run_1/gates.png
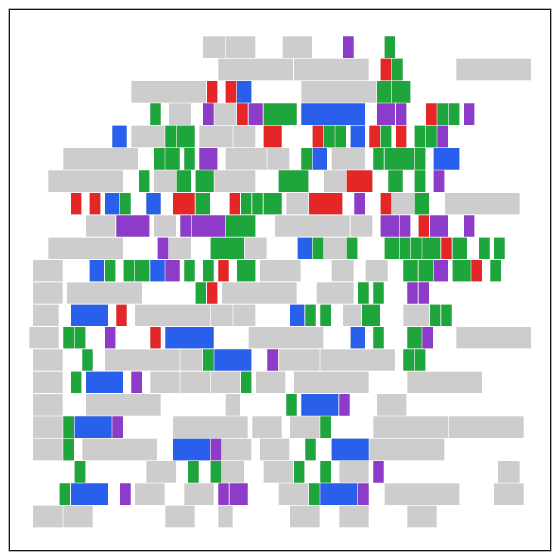
run_1/congestion_map.png
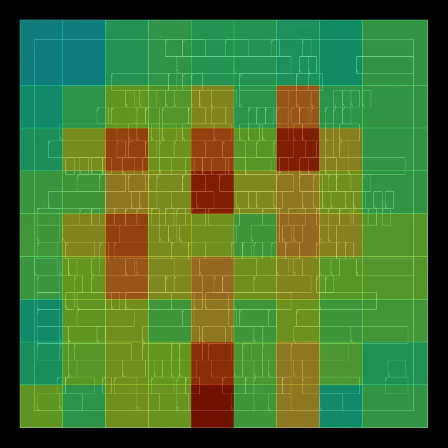
run_1/sizing.png
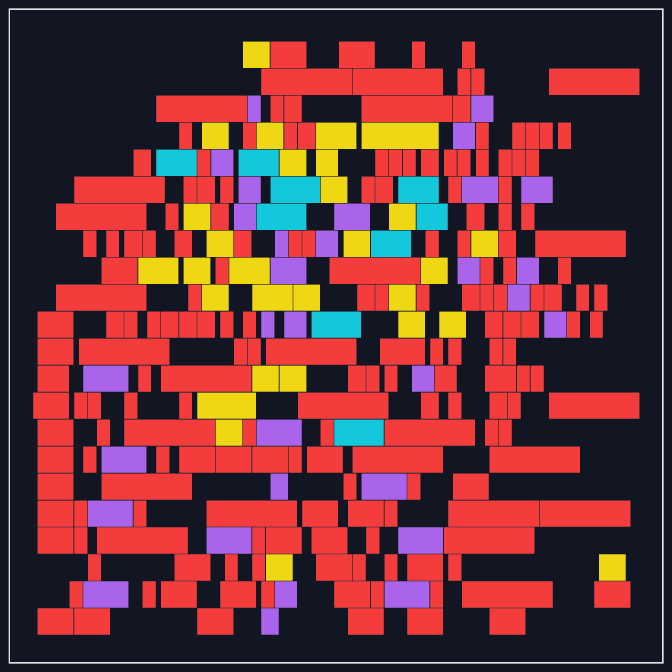
**config.mk**
```make
export PLATFORM = sky130hd
export DESIGN_NAME = uart_tx_arbiter
export DESIGN_NICKNAME = d
export VERILOG_FILES = /design/src/rtl/uart_tx_arbiter.sv
export SDC_FILE = /design/constraint.sdc
export NUM_CORES = 1
export LEC_CHECK = 0
export ABC_AREA = 1
export CORE_MARGIN = 2
export CORE_UTILIZATION = 40
export CTS_CLUSTER_SIZE = 25
export DETAILED_ROUTE_END_ITERATION = 12
export PLACE_DENSITY = 0.67
export SYNTH_ARGS = -nofsm -noshare
export SYNTH_HDL_FRONTEND = slang
export SYNTH_SLANG_ARGS = --single-unit
```
**constraint.sdc**
```tcl
create_clock -name clk_i -period 1.5 [get_ports clk_i]
set_input_delay 0.225 -clock clk_i [delete_from_list [all_inputs] [get_ports clk_i]]
set_output_delay 0.225 -clock clk_i [all_outputs]
set_load 0.01 [all_outputs]
```
**src/rtl/uart_tx_arbiter.sv**
```systemverilog
// uart_tx_arbiter
//   Shares one UART transmitter between two requesters with packet-locked
//   round-robin arbitration. A granted requester keeps the transmitter until
//   it presents a byte flagged last, or until it leaves valid low for TIMEOUT
//   cycles while the arbiter is waiting for its next byte.
//
// Ports
//   clk_i        system clock
//   rst_i        asynchronous active-low reset
//   req_valid_i  per-requester byte valid
//   req_data_i   requester n byte at [n*DATA_W +: DATA_W]
//   req_last_i   per-requester last-byte-of-packet flag
//   req_ready_o  per-requester accept (handshake = valid & ready)
//   tx_data_o    byte presented to the transmitter, held until next handshake
//   tx_start_o   one-cycle start pulse to the transmitter
//   tx_busy_i    transmitter busy, high from the cycle after tx_start_o
//   grant_o      index of the current / most recent owner
//   lock_o       high while a packet owns the transmitter
//   timeout_o    one-cycle pulse when a stalled owner is forcibly released
module uart_tx_arbiter #(
  parameter int DATA_W  = 8,
  parameter int TIMEOUT = 1024
) (
  input  logic                clk_i,
  input  logic                rst_i,
  input  logic [1:0]          req_valid_i,
  input  logic [2*DATA_W-1:0] req_data_i,
  input  logic [1:0]          req_last_i,
  output logic [1:0]          req_ready_o,
  output logic [DATA_W-1:0]   tx_data_o,
  output logic                tx_start_o,
  input  logic                tx_busy_i,
  output logic                grant_o,
  output logic                lock_o,
  output logic                timeout_o
);

  localparam int CNT_W = $clog2(TIMEOUT);
  localparam logic [CNT_W-1:0] CNT_LAST = CNT_W'(TIMEOUT - 1);

  localparam logic [1:0] IDLE  = 2'd0;
  localparam logic [1:0] LOAD  = 2'd1;
  localparam logic [1:0] START = 2'd2;
  localparam logic [1:0] BUSY  = 2'd3;

  logic [1:0]        state_r;
  logic              grant_r;
  logic              lock_r;
  logic              ptr_r;
  logic              last_r;
  logic              tx_start_r;
  logic              timeout_r;
  logic [DATA_W-1:0] tx_data_r;
  logic [CNT_W-1:0]  cnt_r;

  logic [1:0]        ready_s;
  logic              pick_s;
  logic              owner_valid_s;
  logic              owner_last_s;
  logic [DATA_W-1:0] owner_data_s;
  logic              hs_s;

  assign owner_valid_s = req_valid_i[grant_r];
  assign owner_last_s  = req_last_i[grant_r];
  assign owner_data_s  = req_data_i[grant_r*DATA_W +: DATA_W];
  assign hs_s          = owner_valid_s && ready_s[grant_r];

  // Ready only for the owner while waiting for a byte and the transmitter is free.
  always_comb begin
    ready_s = 2'b00;
    if ((state_r == LOAD) && !tx_busy_i) begin
      ready_s[grant_r] = 1'b1;
    end else begin
      ready_s = 2'b00;
    end
  end

  // Requester selection in IDLE: a lone request wins, a tie goes to the pointer.
  always_comb begin
    pick_s = 1'b0;
    if (req_valid_i == 2'b11) begin
      pick_s = ptr_r;
    end else if (req_valid_i[1]) begin
      pick_s = 1'b1;
    end else begin
      pick_s = 1'b0;
    end
  end

  // Arbitration FSM, byte capture, stall timer and round-robin pointer.
  always_ff @(posedge clk_i or negedge rst_i) begin
    if (!rst_i) begin
      state_r    <= IDLE;
      grant_r    <= 1'b0;
      lock_r     <= 1'b0;
      ptr_r      <= 1'b0;
      last_r     <= 1'b0;
      tx_start_r <= 1'b0;
      timeout_r  <= 1'b0;
      tx_data_r  <= {DATA_W{1'b0}};
      cnt_r      <= {CNT_W{1'b0}};
    end else begin
      tx_start_r <= 1'b0;
      timeout_r  <= 1'b0;
      case (state_r)
        IDLE: begin
          if (|req_valid_i) begin
            grant_r <= pick_s;
            lock_r  <= 1'b1;
            cnt_r   <= {CNT_W{1'b0}};
            state_r <= LOAD;
          end
        end
        LOAD: begin
          if (hs_s) begin
            tx_data_r  <= owner_data_s;
            last_r     <= owner_last_s;
            tx_start_r <= 1'b1;
            cnt_r      <= {CNT_W{1'b0}};
            state_r    <= START;
          end else if (!owner_valid_s) begin
            // Owner idle mid-packet: release once the stall reaches TIMEOUT cycles.
            if (cnt_r == CNT_LAST) begin
              timeout_r <= 1'b1;
              lock_r    <= 1'b0;
              ptr_r     <= ~grant_r;
              cnt_r     <= {CNT_W{1'b0}};
              state_r   <= IDLE;
            end else begin
              cnt_r <= cnt_r + CNT_W'(1);
            end
          end
        end
        START: begin
          state_r <= BUSY;
        end
        BUSY: begin
          if (!tx_busy_i) begin
            if (last_r) begin
              lock_r  <= 1'b0;
              ptr_r   <= ~grant_r;
              state_r <= IDLE;
            end else begin
              state_r <= LOAD;
            end
          end
        end
        default: begin
          lock_r  <= 1'b0;
          state_r <= IDLE;
        end
      endcase
    end
  end

  assign req_ready_o = ready_s;
  assign tx_data_o   = tx_data_r;
  assign tx_start_o  = tx_start_r;
  assign grant_o     = grant_r;
  assign lock_o      = lock_r;
  assign timeout_o   = timeout_r;

endmodule

```
==> summary.txt, run 1 <==
run metrics: tool warnings 27, Synth Area in XOR/XNOR 0.575%, Post-synth ARST share 100%, Synth top cells by count nand2_1 (63), nor2_1 (30), dfrtp_1 (26), inv_1 (19), nand3_1 (13), fin cells 306, CP top delay family simple AND/OR/NAND/NOR gates, peak supply drop 0.859 mV, count of cell types in the netlist 23, io pins 37, total routed wirelength 3420 um, Residual DRC 0, number of fill cells 354, Comb pwr share 58.6%, EDFF count, synth 0, post-cts gate resize count 10, top area contributor share 42.7%, Mapped Avg Cell Area 7.62 um2, DRC marker count from the first detailed-route iteration 55, CP Class reg -> reg, Synth Instances 200, Worst path slowest cell dfrtp_1, synthesized net count 224, fin area 2200 um2, most common logic cell in the routed design nand2_1, Clk power 460 uW, final hold vios 0, global-route wire length before repair 6030 um, status completed, Final Critical Period 1.43 ns, Worst Setup End Kind register, comb pwr 2.11 mW, ANT nets after route 0, largest net degree at the start of global routing 27, postcts setup bufs 1, Total Neg Setup Slack 0 ns, Max Fclk 702 MHz, share of cells above drive strength 1 26.7%, Top cells excl fill/tap nand2_1 (60), clkdlybuf4s50_1 (33), dfrtp_1 (26), nor2_1 (24), buf_4 (21), vias in the first global route 1450, Most common reg cell dfrtp_1, dpl hpwl 2560 um, placed instance count 297, num rows 22, Slew Limit Fails 0, Max FO, Critical Path 4, adder-cell share of the synthesized area 0.821%, Clock Skew 0.0102 ns, P_seq 1.03 mW, Post-DP Area 2030 um2, r2r setup slk 0.07 ns, comb area leader simple AND/OR/NAND/NOR gates, Place WS -0.365 ns, RSZ-0062 raised after global routing true, Seq share, synth 42.7%, CTS tree built, reg-to-reg startpoint cnt_r[1], CTS Buf Count 3, worst setup margin 0.0747 ns, final setup vio count 0, initial core utilization 41.6%, CTS root buf clkbuf_8, overall power 3.61 mW, max incr delay on CP 0.37 ns, switching power 1.46 mW, max FFs per register 10, Max-cap violations 0, DRT Pass-1 Iters 5, Mux area share 0%, Pleak 1.00 nW, CP Capture Point cnt_r[6], Int Power 2.15 mW, RR Endpoint cnt_r[6], Main area contributors dfrtp_1 (43%), nand2_1 (16%), a31oi_2 (7.4%), startpoint of the worst setup timing path cnt_r[1], Slew @ Worst Pin 0.338 ns, n_diodes 0, final RePlAce weighted congestion 0.792, Die Area 4320 um2, clock power share 12.7%, Max power group combinational cells, grt total ovfl 0
About gates.png:
| color | family | cells |
|---|---|---|
| red | inv cells | 23 |
| purple | nor cells | 34 |
| green | nand cells | 85 |
| blue | aoi and oai cells | 23 |

About congestion_map.png:
GRT busiest layer: met2
Final Util: 60.1%
overall global routing resource usage: 18.0%

About sizing.png:
| color | size | cells | share |
|---|---|---|---|
| cyan | x6 and larger | 9 | 3.5% |
| red | x1 and smaller | 189 | 73% |
| purple | x2 | 31 | 12% |
| yellow | x3 and x4 | 29 | 11% |

-- run 1: layout make-up --
type / count / area (um2) / share of cell area, %
Clock buffer: 4 / 55.1 / 2.50
Multi-Input combinational cell: 145 / 788 / 35.8
Tap cell: 48 / 60.1 / 2.73
Sequential cell: 26 / 651 / 29.6
Inverter: 23 / 105 / 4.78
Timing Repair Buffer: 60 / 541 / 24.6
-- run 1: per-layer routing --
| metal | vias up | wire, um | part of all wire (%) | track usage (%) |
|---|---|---|---|---|
| li1 | 746 | - | - | - |
| met1 | 655 | 1460 | 43 | 21.0 |
| met2 | 25 | 1820 | 53 | 32.8 |
| met3 | 8 | 77 | 2.3 | 3.25 |
| met4 | 0 | 62 | 1.8 | 6.25 |
| met5 | - | 0 | 0 | 0 |
run_1/ff_map.png
The bar under the picture is 20 um long.
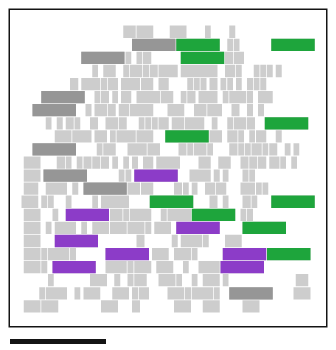

==> inputs of run 2 (changes only) <==
--- a/config.mk
+++ b/config.mk
@@ -10,7 +10,7 @@
 export CORE_UTILIZATION = 40
 export CTS_CLUSTER_SIZE = 25
 export DETAILED_ROUTE_END_ITERATION = 12
-export PLACE_DENSITY = 0.67
+export PLACE_DENSITY_LB_ADDON = 0.1
 export SYNTH_ARGS = -nofsm -noshare
 export SYNTH_HDL_FRONTEND = slang
 export SYNTH_SLANG_ARGS = --single-unit
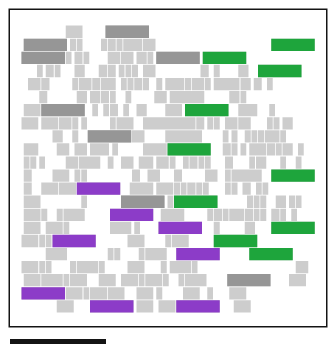
run_2/ff_map.png
The bar under the picture is 20 um long.
| color | signal | flops |
|---|---|---|
| purple | `tx_data_o` | 8 |
| green | `cnt_r` | 10 |
not colored: 8

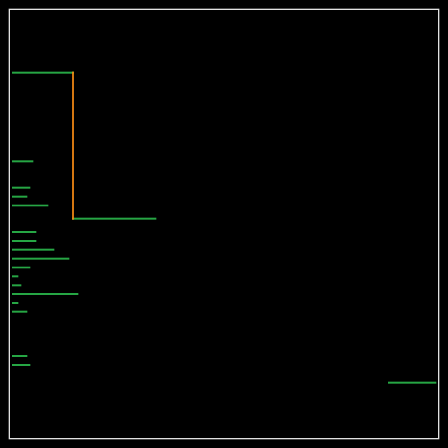
run_2/layers.png
Only two layers are drawn.
| color | layer | wire length |
|---|---|---|
| green | M3 | 85.1 um |
| orange | M4 | 22.4 um |

==> run 2 against run 1 <==
Compared with the run above: first-iteration DRC count decreased by 35%; synthesized area unchanged; sequential share of layout area increased by 0.15 points; combinational power decreased by 6%; via count decreased by 3.8%; global-route usage decreased by 0.49 points; cell count decreased by 0.98%; count of clock-buffer cells in the layout decreased by 1; sequential power about the same; critical path depth decreased by 6; critical path type is now reg -> out; flip-flop count unchanged; clock power increased by 27%.
==> summary.txt, run 2 <==
run metrics: Synth top cells by count nand2_1 (63), nor2_1 (30), dfrtp_1 (26), inv_1 (19), nand3_1 (13) (unchanged), grt total ovfl 0 (unchanged), CTS Buf Count 3 (unchanged), Seq share, synth 42.7% (unchanged), most common cell in the synthesized netlist nand2_1 (unchanged), grt met1 use 24.1% (was 21.0%), CTS root buf clkbuf_8 (unchanged), Leading cell kind combinational gates (unchanged), Synth Instances 200 (unchanged), dpl hpwl 2480 um (was 2560 um), Comb gate area 793 um2 (was 788 um2), Post-synth ARST share 100% (unchanged), Max FO, Critical Path 2 (was 4), met3 Usage GRT 1.88% (was 3.25%), placed instance count 299 (was 297), global-route wire length before repair 5930 um (was 6030 um), Most common reg cell dfrtp_1 (unchanged), DRT Pass-1 Iters 4 (was 5), number of fill cells 320 (was 354), flop share of the area 29.7% (was 29.6%), flop count 26 (unchanged), max FFs per register 10 (unchanged), CTS tree built (unchanged), Final Critical Period 1.41 ns (was 1.43 ns), Met3 Routed Length 85 um (was 77 um), Worst Setup End Kind output port (was register), Slew @ Worst Pin 0.349 ns (was 0.338 ns), CP top delay family buffers and inverters (was simple AND/OR/NAND/NOR gates), tap cell count 48 (unchanged), Post-DP Area 2060 um2 (was 2030 um2), EDFF count, synth 0 (unchanged), Top cells excl fill/tap nand2_1 (59), clkdlybuf4s50_1 (33), nor2_1 (26), dfrtp_1 (26), buf_4 (20) (was nand2_1 (60), clkdlybuf4s50_1 (33), dfrtp_1 (26), nor2_1 (24), buf_4 (21)), most common logic cell in the routed design nand2_1 (unchanged), Final Util 59.8% (was 60.1%), Place WS -0.210 ns (was -0.365 ns), fin area 2190 um2 (was 2200 um2), synthesized net count 224 (unchanged), CP Class reg -> out (was reg -> reg), initial core utilization 41.6% (unchanged), Max-cap violations 0 (unchanged), register area 651 um2 (unchanged), num rows 22 (unchanged), P_seq 1.03 mW (about the same), Comb/total area 36.2% (was 35.8%), Clk power 582 uW (was 460 uW), overall global routing resource usage 17.5% (was 18.0%), final setup vio count 0 (unchanged), non-clock buffer count 57 (was 60), Int Power 2.22 mW (was 2.15 mW), post-cts gate resize count 10 (unchanged), ANT nets after route 0 (unchanged), GR Layer Usage met2 29.3% (was 32.8%), fin cells 303 (was 306), WL met2 1570 um (was 1820 um), overall power 3.59 mW (was 3.61 mW), top area contributor share 42.7% (unchanged), Clock Skew 0.00928 ns (was 0.0102 ns), Data buffer area share 23.7% (was 24.6%), status completed (unchanged), mi-comb count 145 (unchanged), Slew Limit Fails 0 (unchanged), tool warnings 26 (was 27), DRC marker count from the first detailed-route iteration 36 (was 55), clock power share 16.2% (was 12.7%), final hold vios 0 (unchanged), Worst path slowest cell clkdlybuf4s50_1 (was dfrtp_1), Total Neg Setup Slack 0 ns (unchanged), cell type with the largest total area dfrtp_1 (unchanged), Mapped Avg Cell Area 7.62 um2 (unchanged), final RePlAce weighted congestion 0.778 (was 0.792), max incr delay on CP 0.55 ns (was 0.37 ns), Clock-cell share 3.26% (was 2.50%), peak supply drop 0.799 mV (was 0.859 mV), total routed wirelength 3250 um (was 3420 um), Die Area 4320 um2 (unchanged), clock buffer count 3 (was 4), Switching Fraction 38.1% (was 40.4%), Residual DRC 0 (unchanged), Post-Route M1 WL 1570 um (was 1460 um), largest net degree at the start of global routing 27 (unchanged), DR top layer met4 (unchanged), share of cells above drive strength 1 25.5% (was 26.7%), clock tree buffer depth 2 (unchanged), Max Fclk 710 MHz (was 702 MHz), switching power 1.37 mW (was 1.46 mW), n_diodes 0 (unchanged), io pins 37 (unchanged)
## run 2: cell counts after synthesis
No cell type changed its count.
## run 2: path summary, 6_finish.rpt
kind | from | end | slack, ns
hold reg to reg | cnt_r[1] | cnt_r[1] | 0.53
setup / recovery | tx_data_o[1] | tx_data_o[1] | 0.09
max in group asynchronous | rst_i | last_r | 0.91
setup reg to reg | register | cnt_r[7] | 0.12
hold / removal | rst_i | tx_start_o | 0.32
min in group clk_i | req_data_i[7] | tx_data_o[7] | 0.53
## run 2: cell families (layout without fill, tap and decap cells)
kind of cell / Yosys count / count (layout) / share of synthesized area [%]
simple gates: 120 / 120 / 33.2
xor+xnor: 1 / 1 / 0.575
buf+inv: 29 / 84 / 9.44
flops: 26 / 26 / 42.7
compound gates: 23 / 23 / 13.3
fa+ha+maj: 1 / 1 / 0.821
Power figures rest on the tool's default switching activity, not on a simulated workload.
